[src/rtl/mix_arith_unit.sv]
// MIX arithmetic unit: sign-magnitude add, signed compare and restoring divide.
// The three units run independently and each has its own start/stop handshake.
module mix_arith_unit (
  input  logic        clk,
  input  logic        reset,
  input  logic [30:0] a,
  input  logic [30:0] b,
  input  logic [29:0] x,
  input  logic        add_start,
  input  logic        cmp_start,
  input  logic        div_start,
  output logic        add_stop,
  output logic        cmp_stop,
  output logic        div_stop,
  output logic [30:0] sum,
  output logic        add_of,
  output logic        less,
  output logic        equal,
  output logic        greater,
  output logic [29:0] quotient,
  output logic [29:0] remainder,
  output logic        q_sign,
  output logic        r_sign,
  output logic        div_of,
  output logic        div_busy
);

  typedef enum logic [1:0] {DIV_IDLE, DIV_RUN, DIV_DONE} divState_t;

  logic [30:0] sum_q, sum_d;
  logic        addOf_q, addOf_d, addStop_q;
  logic [30:0] magSum;
  logic [29:0] addMag;
  logic        addSign;

  logic less_q, equal_q, greater_q, cmpStop_q;
  logic less_d, equal_d, greater_d;

  divState_t   state_q, state_d;
  logic [4:0]  count_q, count_d;
  logic [29:0] rem_q, rem_d;
  logic [29:0] low_q, low_d;
  logic [28:0] quo_q, quo_d;
  logic [29:0] divisor_q, divisor_d;
  logic        pendQSign_q, pendQSign_d, pendRSign_q, pendRSign_d;
  logic [29:0] quotient_q, quotient_d, remainder_q, remainder_d;
  logic        qSign_q, qSign_d, rSign_q, rSign_d, divOf_q, divOf_d;
  logic [30:0] trial;
  logic        trialBit;
  logic [29:0] trialRem;

  // Sign-magnitude sum of a and b; a zero magnitude keeps the sign of a.
  always_comb begin
    magSum  = {1'b0, a[29:0]} + {1'b0, b[29:0]};
    addOf_d = 1'b0;
    addMag  = magSum[29:0];
    addSign = a[30];
    if (a[30] != b[30]) begin
      if (a[29:0] >= b[29:0]) begin
        addMag  = a[29:0] - b[29:0];
        addSign = a[30];
      end else begin
        addMag  = b[29:0] - a[29:0];
        addSign = b[30];
      end
    end else begin
      addOf_d = magSum[30];
    end
    if (addMag == 30'd0) addSign = a[30];
    sum_d = {addSign, addMag};
  end

  // Add result registers; results are captured on the start edge so stop follows one cycle later.
  always_ff @(posedge clk) begin
    if (reset) begin
      sum_q     <= '0;
      addOf_q   <= 1'b0;
      addStop_q <= 1'b0;
    end else begin
      addStop_q <= add_start;
      if (add_start) begin
        sum_q   <= sum_d;
        addOf_q <= addOf_d;
      end
    end
  end

  // Signed compare where +0 and -0 are the same value.
  always_comb begin
    less_d    = 1'b0;
    equal_d   = 1'b0;
    greater_d = 1'b0;
    if (a[29:0] == 30'd0 && b[29:0] == 30'd0) equal_d = 1'b1;
    else if (a[30] != b[30]) begin
      if (a[30]) less_d = 1'b1;
      else       greater_d = 1'b1;
    end
    else if (a[29:0] == b[29:0]) equal_d = 1'b1;
    else if ((a[29:0] > b[29:0]) ^ a[30]) greater_d = 1'b1;
    else less_d = 1'b1;
  end

  // Compare flag registers; flags only change when a compare completes.
  always_ff @(posedge clk) begin
    if (reset) begin
      less_q    <= 1'b0;
      equal_q   <= 1'b0;
      greater_q <= 1'b0;
      cmpStop_q <= 1'b0;
    end else begin
      cmpStop_q <= cmp_start;
      if (cmp_start) begin
        less_q    <= less_d;
        equal_q   <= equal_d;
        greater_q <= greater_d;
      end
    end
  end

  // Divider next state: overflow finishes at once, otherwise one restoring step per cycle.
  always_comb begin
    state_d     = state_q;
    count_d     = count_q;
    rem_d       = rem_q;
    low_d       = low_q;
    quo_d       = quo_q;
    divisor_d   = divisor_q;
    pendQSign_d = pendQSign_q;
    pendRSign_d = pendRSign_q;
    quotient_d  = quotient_q;
    remainder_d = remainder_q;
    qSign_d     = qSign_q;
    rSign_d     = rSign_q;
    divOf_d     = divOf_q;
    trial       = {rem_q, low_q[29]};
    trialBit    = (trial >= {1'b0, divisor_q});
    trialRem    = trialBit ? (trial[29:0] - divisor_q) : trial[29:0];
    case (state_q)
      DIV_IDLE: begin
        if (div_start) begin
          if (b[29:0] == 30'd0 || a[29:0] >= b[29:0]) begin
            divOf_d     = 1'b1;
            quotient_d  = '0;
            remainder_d = '0;
            qSign_d     = a[30] ^ b[30];
            rSign_d     = a[30];
            state_d     = DIV_DONE;
          end else begin
            divisor_d   = b[29:0];
            rem_d       = a[29:0];
            low_d       = x;
            quo_d       = '0;
            count_d     = 5'd0;
            pendQSign_d = a[30] ^ b[30];
            pendRSign_d = a[30];
            state_d     = DIV_RUN;
          end
        end
      end
      DIV_RUN: begin
        rem_d   = trialRem;
        low_d   = {low_q[28:0], 1'b0};
        quo_d   = {quo_q[27:0], trialBit};
        count_d = count_q + 5'd1;
        if (count_q == 5'd29) begin
          quotient_d  = {quo_q, trialBit};
          remainder_d = trialRem;
          qSign_d     = pendQSign_q;
          rSign_d     = pendRSign_q;
          divOf_d     = 1'b0;
          state_d     = DIV_DONE;
        end
      end
      default: state_d = DIV_IDLE;
    endcase
  end

  // Divider registers; reset aborts any division in flight.
  always_ff @(posedge clk) begin
    if (reset) begin
      state_q     <= DIV_IDLE;
      count_q     <= '0;
      rem_q       <= '0;
      low_q       <= '0;
      quo_q       <= '0;
      divisor_q   <= '0;
      pendQSign_q <= 1'b0;
      pendRSign_q <= 1'b0;
      quotient_q  <= '0;
      remainder_q <= '0;
      qSign_q     <= 1'b0;
      rSign_q     <= 1'b0;
      divOf_q     <= 1'b0;
    end else begin
      state_q     <= state_d;
      count_q     <= count_d;
      rem_q       <= rem_d;
      low_q       <= low_d;
      quo_q       <= quo_d;
      divisor_q   <= divisor_d;
      pendQSign_q <= pendQSign_d;
      pendRSign_q <= pendRSign_d;
      quotient_q  <= quotient_d;
      remainder_q <= remainder_d;
      qSign_q     <= qSign_d;
      rSign_q     <= rSign_d;
      divOf_q     <= divOf_d;
    end
  end

  assign add_stop  = addStop_q;
  assign sum       = sum_q;
  assign add_of    = addOf_q;
  assign cmp_stop  = cmpStop_q;
  assign less      = less_q;
  assign equal     = equal_q;
  assign greater   = greater_q;
  assign div_stop  = (state_q == DIV_DONE);
  assign div_busy  = (state_q != DIV_IDLE);
  assign quotient  = quotient_q;
  assign remainder = remainder_q;
  assign q_sign    = qSign_q;
  assign r_sign    = rSign_q;
  assign div_of    = divOf_q;

endmodule

[config.mk]
export PLATFORM = sky130hd
export DESIGN_NAME = mix_arith_unit
export DESIGN_NICKNAME = d
export VERILOG_FILES = /design/src/rtl/mix_arith_unit.sv
export SDC_FILE = /design/constraint.sdc
export NUM_CORES = 1
export LEC_CHECK = 0
export ABC_AREA = 1
export CORE_ASPECT_RATIO = 0.9
export CORE_MARGIN = 2
export CORE_UTILIZATION = 40
export DETAILED_ROUTE_END_ITERATION = 8
export SYNTH_ARGS = -nofsm -noshare
export SYNTH_HDL_FRONTEND = slang
export SYNTH_SLANG_ARGS = --single-unit
[constraint.sdc]
create_clock -name clk -period 3.53 [get_ports clk]
set_input_delay 0.8825 -clock clk [delete_from_list [all_inputs] [get_ports clk]]
set_output_delay 0.8825 -clock clk [all_outputs]
set_load 0.05 [all_outputs]
Fig. 1: run 1, metal layers overlaid
(1 px per um)
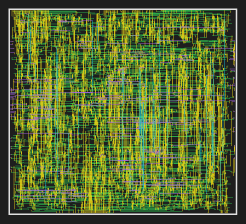
Cyan marks metal 4, wire length 2320 um. Yellow marks metal 2, wire length 32.0 mm. Green marks metal 1, wire length 34.1 mm. Purple marks metal 3, wire length 3520 um.
drt total wl: 71.9 mm
via count: 20527
WL/cell: 17.9 um

Fig. 2: run 1, signal wires on met3
(2 px per um)
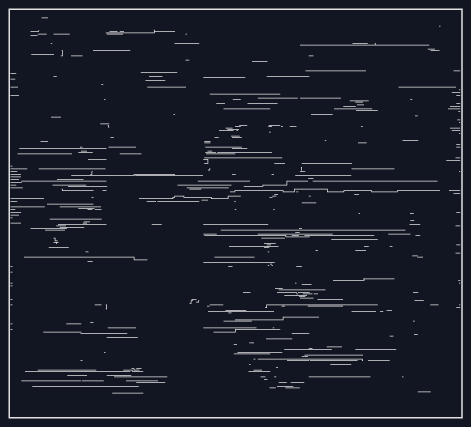
The wires run mostly horizontal. The layer carries 3520 um of wire. The layer holds 4.9% of the routed length. 263 nets have wire on it.

Fig. 3: run 1, the clock network
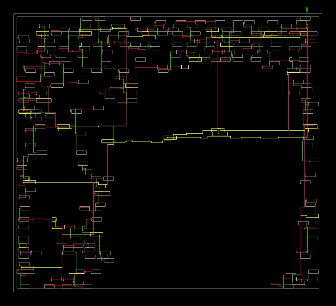
clk pwr: 3030 uW
clock buffer count: 35
post-route clock skew: 0.0261 ns
worst-skew pair later-pin latency: 0.58 ns

==> results.ini, run 1 <==
[status]
status=completed

[global_route]
use_met1_pct=42.8
grt_max_degree=84
grtUsageMet2_pct=49.4
top_usage_layer=met2
use_met3_pct=3.34
grt_pass1_vias=19770

[power]
pwr-share-seq_pct=26.1
p_per_area_nw_per_um2=481
p_leak_uw=0.0123
total_power_uw=11800
p_sw_uw=4920

[synth]
synth_adder_area_share_pct=9.01
synth.distinct_cells=44
async_flop_share_pct=0
top_area_cell=dfxtp_1
syn_area_per_cell_um2=6.09
yosys_cells=2907
edf_count=0
synthCells=2907

[timing]
drv_slew=0
hold_ws_ns=0.454
rsz0062_at_grt=true

[layout]
seq_share_pct=18.6
area_share_clock_buf_inv_pct=3.96
nonClockInverterCount=446
drive_above_1_share_pct=17.7
logic_gates=2111

[worst_setup_path]
worstReg2RegEnd=remainder[24]
startpoint=a[12]
critPathMaxStageDelay_ns=0.52
cp_top_family=simple AND/OR/NAND/NOR gates
cp_slowest_cell=clkdlybuf4s50_1
worstPathRequired_ns=3.95
start_kind=primary input
r2r_slack_ns=0.27
reg2reg_depth=22

[drt]
drc=0
wl_met1_mm=34.1
viasPerCell=5.10

[clock_network]
post_cts_buffers=0
clk_pin_slew_ns=0.06
ctsResizeCount=15
clockBufferDepth=3
cts_tree=built
cts_max_level=1

[hold_path]
hold_depth=2

[floorplan]
row_count=73

Fig. 4: run 1, routed clock nets over the placement
(2 px per um)
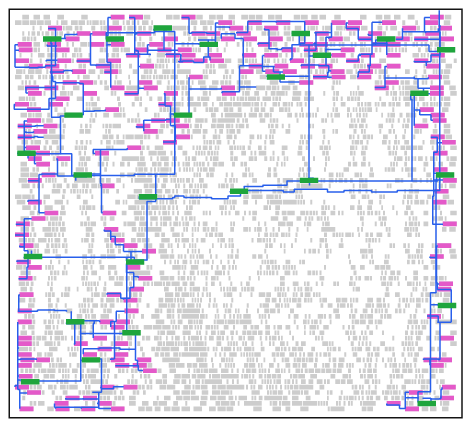

--- run 2 (diff from run 1) ---
Settings changed: CORE_MARGIN 2 to default, HOLD_SLACK_MARGIN from default to 0.06.
Fig. 5: run 2, routed clock nets over the placement
(2 px per um)
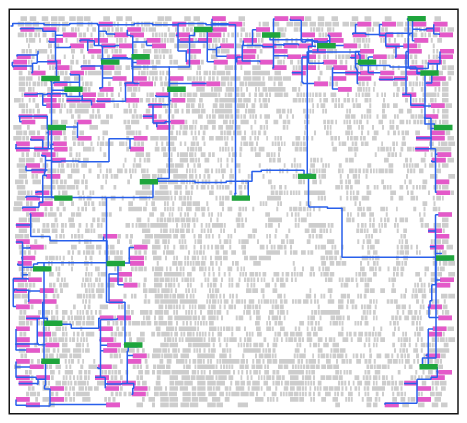
Blue marks clock wires, length 3160 um. Green marks clock drivers, count 24. Magenta marks flip-flops, count 228.
There are 25 routed clock nets.
Clock power frac: 22.5%
post-route clock skew: 0.0147 ns
clk pwr: 2580 uW
worst-skew pair later-pin latency: 0.57 ns

Fig. 6: run 2, the clock network
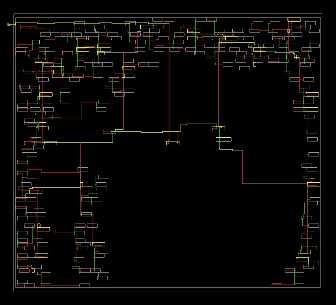
clock buffer count: 31
cts bufs inserted: 24

==> results.ini, run 2 <==
[worst_setup_path]
cp_top_family=simple AND/OR/NAND/NOR gates
critPathMaxStageDelay_ns=0.42  ; -0.10 ns
cp_slowest_cell=clkdlybuf4s50_1
worstPathRequired_ns=3.94  ; about the same
reg2reg_depth=22  ; unchanged
start_kind=primary input
r2r_slack_ns=0.28  ; about the same

[global_route]
grtUsageMet2_pct=50.2  ; +0.74 points
grt_pass1_vias=19933  ; +0.82%
grt_max_degree=84  ; unchanged
top_usage_layer=met2
use_met1_pct=44.3  ; +1.5 points

[synth]
async_flop_share_pct=0  ; unchanged
edf_count=0  ; unchanged
yosys_cells=2907  ; unchanged
synth_adder_area_share_pct=9.01  ; unchanged
compound_area_share_pct=19.6
synthCells=2907  ; unchanged
synth.distinct_cells=44  ; unchanged
top_area_cell=dfxtp_1

[timing]
rsz0062_at_grt=true
hold_ws_ns=0.453  ; -0.000596 ns

[drt]
wl_met1_mm=34.4  ; +0.76%
vias=20533  ; +0.029%
postRouteWirelength_mm=72.2  ; +0.35%
viasPerCell=5.07  ; -0.66%
wire_per_inst_um=17.8  ; -0.34%
drc=0  ; unchanged

[status]
status=completed

[layout]
seq_share_pct=18.4  ; -0.23 points
nonClockInverterCount=446  ; unchanged
logic_gates=2111  ; unchanged
drive_above_1_share_pct=18.8  ; +1.1 points
area_share_clock_buf_inv_pct=3.22  ; -0.75 points

[clock_network]
cts_max_level=1  ; unchanged
clockBufferDepth=3  ; unchanged
cts_tree=built

[power]
total_power_uw=11500  ; -3.0%
p_per_area_nw_per_um2=461  ; -4.2%
p_leak_uw=0.0127  ; +3.0%
pwr-share-seq_pct=27.0  ; +0.9 points

Power and IR drop assume default switching activity.
